Floorplan with the power grid:
Bar = 20 microns. Pins as bars on the die edge. Tap cells in gray.
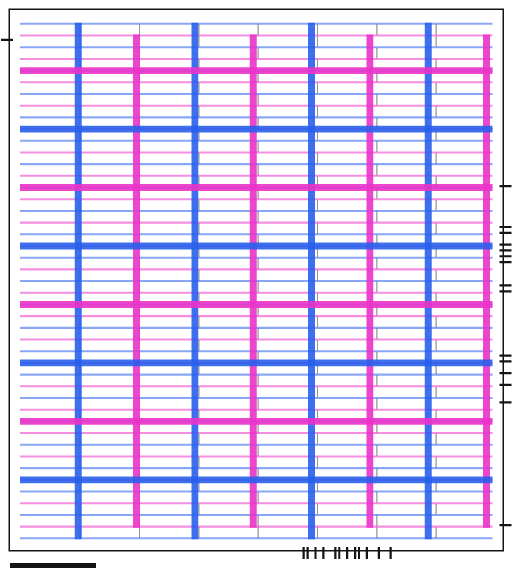
Signal metal coverage by tile:
The die is cut into 23 by 25 equal tiles; dark blue is low, red is high, scaled to the fullest tile. Values are wire area over tile area, all layers added.
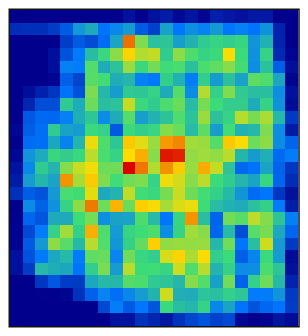
Placed standard cells:
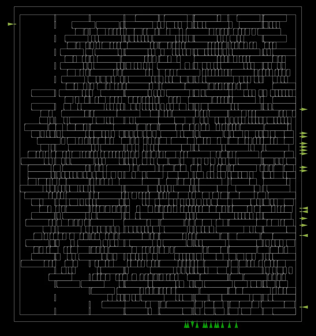
### src/rtl/wait_state_memory.sv
// Single-port synchronous data memory with a valid/ready request channel,
// configurable wait states, a one-cycle response pulse and out-of-range reporting.
module wait_state_memory #(
    parameter int DATA_W      = 8,
    parameter int ADDR_W      = 4,
    parameter int DEPTH       = 16,
    parameter int WAIT_STATES = 0
) (
    input  logic              clk,
    input  logic              rst_n,
    input  logic              req_valid,
    output logic              req_ready,
    input  logic              req_write,
    input  logic [ADDR_W-1:0] req_addr,
    input  logic [DATA_W-1:0] req_wdata,
    output logic              resp_valid,
    output logic [DATA_W-1:0] resp_rdata,
    output logic              resp_err,
    output logic              busy
);

    typedef enum logic [1:0] {
        S_IDLE = 2'd0,
        S_WAIT = 2'd1,
        S_DONE = 2'd2
    } state_t;

    localparam logic [7:0]      WS_INIT   = 8'(WAIT_STATES);
    localparam logic [ADDR_W:0] DEPTH_LIM = (ADDR_W + 1)'(DEPTH);

    state_t            state_q, state_d;
    logic [7:0]        cnt_q, cnt_d;
    logic [ADDR_W-1:0] addr_q;
    logic              write_q;
    logic [DATA_W-1:0] wdata_q;
    logic [DATA_W-1:0] rdata_q, rdata_d;
    logic              err_q, err_d;
    logic [DATA_W-1:0] mem_q [DEPTH];

    logic              accept;
    logic              enter_done;
    logic              op_from_reg;
    logic [ADDR_W-1:0] op_addr;
    logic              op_write;
    logic [DATA_W-1:0] op_wdata;
    logic              op_in_range;

    function automatic logic [DATA_W-1:0] init_word(input int idx);
        if (idx == 0) return DATA_W'(1);
        if (idx == 1) return DATA_W'(2);
        return '0;
    endfunction

    function automatic logic addr_in_range(input logic [ADDR_W-1:0] a);
        return ({1'b0, a} < DEPTH_LIM);
    endfunction

    assign req_ready  = (state_q != S_WAIT);
    assign accept     = req_valid && req_ready;
    assign resp_valid = (state_q == S_DONE);
    assign busy       = (state_q != S_IDLE);
    assign resp_rdata = rdata_q;
    assign resp_err   = err_q;

    // Zero-wait accesses complete on the accept edge itself, so the operands
    // come straight from the request port; otherwise from the captured copy.
    assign op_from_reg = (state_q == S_WAIT);
    assign op_addr     = op_from_reg ? addr_q  : req_addr;
    assign op_write    = op_from_reg ? write_q : req_write;
    assign op_wdata    = op_from_reg ? wdata_q : req_wdata;
    assign op_in_range = addr_in_range(op_addr);
    assign enter_done  = (state_d == S_DONE);

    always_comb begin
        state_d = state_q;
        cnt_d   = cnt_q;
        case (state_q)
            S_IDLE, S_DONE: begin
                if (accept) begin
                    if (WAIT_STATES == 0) begin
                        state_d = S_DONE;
                    end else begin
                        state_d = S_WAIT;
                        cnt_d   = WS_INIT;
                    end
                end else begin
                    state_d = S_IDLE;
                end
            end
            S_WAIT: begin
                if (cnt_q == 8'd1) begin
                    state_d = S_DONE;
                    cnt_d   = '0;
                end else begin
                    cnt_d = cnt_q - 8'd1;
                end
            end
            default: begin
                state_d = S_IDLE;
                cnt_d   = '0;
            end
        endcase
    end

    always_comb begin
        rdata_d = rdata_q;
        err_d   = err_q;
        if (enter_done) begin
            err_d   = !op_in_range;
            rdata_d = (op_in_range && !op_write) ? mem_q[op_addr] : '0;
        end
    end

    always_ff @(posedge clk or negedge rst_n) begin
        if (!rst_n) begin
            state_q <= S_IDLE;
            cnt_q   <= '0;
            rdata_q <= '0;
            err_q   <= 1'b0;
        end else begin
            state_q <= state_d;
            cnt_q   <= cnt_d;
            rdata_q <= rdata_d;
            err_q   <= err_d;
        end
    end

    // Request operands are pure data and need no reset.
    always_ff @(posedge clk) begin
        if (accept) begin
            addr_q  <= req_addr;
            write_q <= req_write;
            wdata_q <= req_wdata;
        end
    end

    always_ff @(posedge clk or negedge rst_n) begin
        if (!rst_n) begin
            for (int i = 0; i < DEPTH; i++) begin
                mem_q[i] <= init_word(i);
            end
        end else if (enter_done && op_write && op_in_range) begin
            mem_q[op_addr] <= op_wdata;
        end
    end

endmodule

### config.mk
export PLATFORM = sky130hd
export DESIGN_NAME = wait_state_memory
export DESIGN_NICKNAME = d
export VERILOG_FILES = /design/src/rtl/wait_state_memory.sv
export SDC_FILE = /design/constraint.sdc
export NUM_CORES = 1
export LEC_CHECK = 0
export ABC_AREA = 1
export CAP_MARGIN = 20
export CORE_ASPECT_RATIO = 1.1
export CORE_MARGIN = 2
export CORE_UTILIZATION = 64
export CTS_BUF_LIST = sky130_fd_sc_hd__clkbuf_4
export DETAILED_ROUTE_END_ITERATION = 7
export PLACE_DENSITY = 0.83
export SLEW_MARGIN = 0
export SYNTH_ARGS = -nofsm -noshare
export SYNTH_HDL_FRONTEND = slang
export SYNTH_SLANG_ARGS = --single-unit
### constraint.sdc
create_clock -name clk -period 2.5 [get_ports clk]
set_clock_uncertainty 0.15 [all_clocks]
set_input_delay 0.25 -clock clk [delete_from_list [all_inputs] [get_ports clk]]
set_output_delay 0.25 -clock clk [all_outputs]
set_load 0.05 [all_outputs]
==> results.rst <==
Synthesis and place-and-route
=============================

.. list-table::
   :header-rows: 1

   * - Metric
     - Value
   * - Combinational Power
     - 1320 uW
   * - Total number of placement rows
     - 44
   * - Main kind of combinational logic by area
     - simple AND/OR/NAND/NOR gates
   * - Final GP Congestion
     - 0.9264
   * - Classification of the worst setup path
     - reg -> out
   * - Top flip-flop cell by instance count after synthesis
     - sky130_fd_sc_hd__dfrtp_1
   * - Most common cell in the netlist
     - sky130_fd_sc_hd__nand2_1
   * - Switching power of the nets
     - 1901 uW
   * - Cell area after technology mapping
     - 8606 sq um
   * - First-pass GRT wire length
     - 32,490 microns
   * - Startpoint of the worst register-to-register path
     - state_q[1]
   * - Tightest slew margin relative to the limit
     - 61.42%
   * - Wire per inst
     - 15.31 microns
   * - Distinct lib cells
     - 39
   * - Number of violations of the max-capacitance limit
     - 0
   * - H-tree level count
     - 4
   * - Hold crit path type
     - in -> async
   * - Required time at the worst-slack endpoint
     - 2.10 ns
   * - Gr usage total
     - 29.15%
   * - Top area contributor share
     - 41.87%
   * - Share of power burned in combinational logic
     - 21.1%
   * - Internal power
     - 4337 uW
   * - Clk root buf
     - sky130_fd_sc_hd__clkbuf_4
   * - Number of vias per cell after detailed routing
     - 5.425
   * - Final Hold Violating Endpoints
     - 0
   * - Share of total power in the clock network
     - 27.2%
   * - Post-CTS setup buffer count
     - 0
   * - Instance count of the mapped netlist
     - 1,080
   * - Max frequency
     - 434.7 MHz
   * - Chip Area, Yosys
     - 8606 sq um
   * - Syn nets
     - 1,098
   * - Half-perimeter wire length after detailed placement
     - 12,890 microns
   * - Critical Path End Type
     - primary output
   * - Leak
     - 0.004682 uW
   * - Global route total overflow
     - 0
   * - Peak fanout along the critical path
     - 8
   * - Input/output buffers
     - 26
   * - Number of detailed-route iterations in the first pass
     - 5
   * - Top Consumer
     - registers
   * - Post-synth tally of flip-flops with integrated enable
     - 13
   * - Min setup slack post-route
     - 0.1993 ns
   * - Worst setup path startpoint
     - state_q[0]
   * - Arr. time, crit path
     - 1.90 ns
   * - Count of vias placed by the detailed router
     - 6,911
   * - Most common library cells after synthesis
     - 416 x sky130_fd_sc_hd__nand2_1, 144 x sky130_fd_sc_hd__dfrtp_1, 143 x sky130_fd_sc_hd__inv_1, 88 x sky130_fd_sc_hd__o21ai_1, 58 x sky130_fd_sc_hd__nand3_1
   * - Global routing met2 resource utilization
     - 47.09%
   * - Area of the chip
     - 14,390 sq um
   * - Final Total Pwr
     - 6238 uW
   * - Ratio of cells with drive above 1 in the final layout
     - 14.73%
   * - Total clock buffers created by CTS
     - 17
   * - Number of top-level pins
     - 28
   * - Setup Viol. Count Final
     - 0
   * - RSZ-0062 raised after global routing
     - false
   * - OpenROAD warning count
     - 27
   * - CTS clock-pin slew for the worst setup and hold paths
     - 0.13 ns
   * - Clock latency of the later-clocked register in the worst-skew pair
     - 0.58 ns
   * - Yosys top cell by area
     - sky130_fd_sc_hd__dfrtp_1
   * - Slew at the pin closest to its max-slew limit
     - 0.5788 ns
   * - Worst setup slack after placement
     - 0.2029 ns
   * - Maximum number of pins on one net before global-route repair
     - 60
   * - Clock tree from TritonCTS
     - done
   * - CTS Buffer Depth
     - 2
   * - Fp util
     - 65.41%
   * - Max VDD drop
     - 0.0004143 V
   * - Final routed wirelength across all metal layers
     - 19,500 microns
   * - DRC violation count after routing
     - 0
   * - Post-synthesis sequential area ratio
     - 47.02%
   * - Seq pwr share
     - 51.7%
   * - Async SR Flop Fraction
     - 91.82%
   * - Post-route clock period utilization
     - 92.03%
   * - Synth Warn #
     - 0
   * - R2R Setup Slk
     - 0.22 ns
   * - Number of nets at the end of the flow
     - 1,118
   * - Number of diodes added for antenna fixing
     - 0
   * - Average size of a mapped cell
     - 7.968 sq um
   * - Post-synthesis share of cell area spent on xor and xnor gates
     - 0.5089%
   * - Area added between synthesis and finish
     - 8.200%
   * - Post-synthesis compound-gate area fraction
     - 11.08%
   * - First DRT Iteration DRCs
     - 630
   * - Global route hottest layer
     - met2
   * - Setup total negative slack
     - 0 ns
   * - Reported sequential group power
     - 3230 uW
   * - Core area
     - 13,160 sq um
   * - PostCTS Resize Cnt
     - 3
   * - Antenna violations before repair
     - 0
   * - Synth area leaders
     - sky130_fd_sc_hd__dfrtp_1 42%, sky130_fd_sc_hd__nand2_1 18%, sky130_fd_sc_hd__inv_1 6.2%, sky130_fd_sc_hd__o21ai_1 5.1%, sky130_fd_sc_hd__edfxtp_1 4.5%
   * - Portion of netlist area occupied by mux cells
     - 1.061%
   * - Outcome
     - finished, final reports clean
   * - Post-route ant nets
     - 0
   * - Count of hold-fix buffers inserted at cts
     - 1
## Picture notes: 'floorplan with the power grid'
| net | color |
|---|---|
| VSS | blue |
| VDD | magenta |
tap cells: 161
met4 straps: 8

## Picture notes: 'signal metal coverage by tile'
emptiest ninth of the die: north-west
densest ninth of the die: center
nearly empty tiles: 12%
mean over tiles: 0.22
tiles over half the peak: 28%

## Picture notes: 'placed standard cells'
TAP cells: 161
sequential cell area share: 43.46%
number of filler instances in the final layout: 1,046

==> metrics by stage <==
stage	area [sq um]	instances	hold WS, ns	util [%]
after floorplan	8606	1080	-0.1956	-
after global placement	8992	1241	0.1143	68.34
after detailed placement	8992	1241	0.1156	68.34
after CTS	9315	1274	0.04386	70.80
after global routing	9311	1274	0.05902	70.77
final	9311	1274	0.04399	70.77
==> logic make-up (layout without fill, tap and decap cells) <==
logic type	after synthesis	after routing
flops	159	159
xor+xnor	5	5
compound gates	148	148
other cells	1	1
fa+ha+maj	2	2
buf+inv	206	239
mux	8	8
simple gates	551	551
==> worst max-delay path, stage by stage (launching register included) <==
cell and delay, ns:
sky130_fd_sc_hd__dfrtp_1 0.41, sky130_fd_sc_hd__buf_4 0.19, sky130_fd_sc_hd__inv_1 0.12, sky130_fd_sc_hd__nand2_1 0.07, sky130_fd_sc_hd__dlygate4sd2_1 0.52
==> registers in the layout, summed over array words and instances (netlist names) <==
register / flops
mem_q: 128
cnt_q: 8
resp_rdata: 8
wdata_q: 8
addr_q: 4
state_q: 2
write_q: 1
==> cell type report <==
type                    count  area (sq um)
multi-input cells         715          3655
clock inverters            12         166.4
clock buffers              20         150.1
flip-flops and latches    159          4046
repair buffers             55         511.7
inverters                 152         580.6
well taps                 161         201.4
fillers                  1046          3846
==> cells in the final DEF, fill, tap and decap left out, types with 4 or more instances in the layout <==
cell type                         netlist  routed
sky130_fd_sc_hd__nand2_1              416     416
sky130_fd_sc_hd__dfrtp_1              144     144
sky130_fd_sc_hd__inv_1                143     143
sky130_fd_sc_hd__o21ai_1               88      88
sky130_fd_sc_hd__nand3_1               58      58
sky130_fd_sc_hd__o21ai_2               40      40
sky130_fd_sc_hd__buf_4                  1      25
sky130_fd_sc_hd__nor2_1                24      24
sky130_fd_sc_hd__clkdlybuf4s50_1        0      22
sky130_fd_sc_hd__clkbuf_4               0      20
sky130_fd_sc_hd__edfxtp_1              13      13
sky130_fd_sc_hd__nor2_4                 9       9
sky130_fd_sc_hd__nand2_2                8       8
sky130_fd_sc_hd__mux2i_2                3       8
sky130_fd_sc_hd__nand3_4                8       8
sky130_fd_sc_hd__nand3_2                8       8
sky130_fd_sc_hd__nand3b_1               8       8
sky130_fd_sc_hd__o21bai_1               8       8
sky130_fd_sc_hd__inv_2                  5       5
sky130_fd_sc_hd__nand2_4                5       5
sky130_fd_sc_hd__inv_4                  4       5
sky130_fd_sc_hd__xor2_1                 4       4
sky130_fd_sc_hd__o21ai_0                4       4
sky130_fd_sc_hd__o22ai_1                4       4
sky130_fd_sc_hd__bufinv_16              0       4
==> per-layer routing <==
metal | vias up | part of all wire, % | routed length [microns]
met2 | 208 | 49 | 9472
met3 | 35 | 5.2 | 1009
met1 | 3285 | 44 | 8576
li1 | 3383 | - | -
met4 | 0 | 2.3 | 445
met5 | - | 0 | 0
==> worst max-delay path by stage <==
stage / slack [ns] / endpoint
after CTS: 0.01 / req_ready
after global placement: 0.27 / mem_q[76]
after floorplan: 0.44 / mem_q[5]
final: 0.20 / busy
after detailed placement: 0.20 / mem_q[80]
after global routing: 0.05 / mem_q[80]
Power and IR drop assume default switching activity.
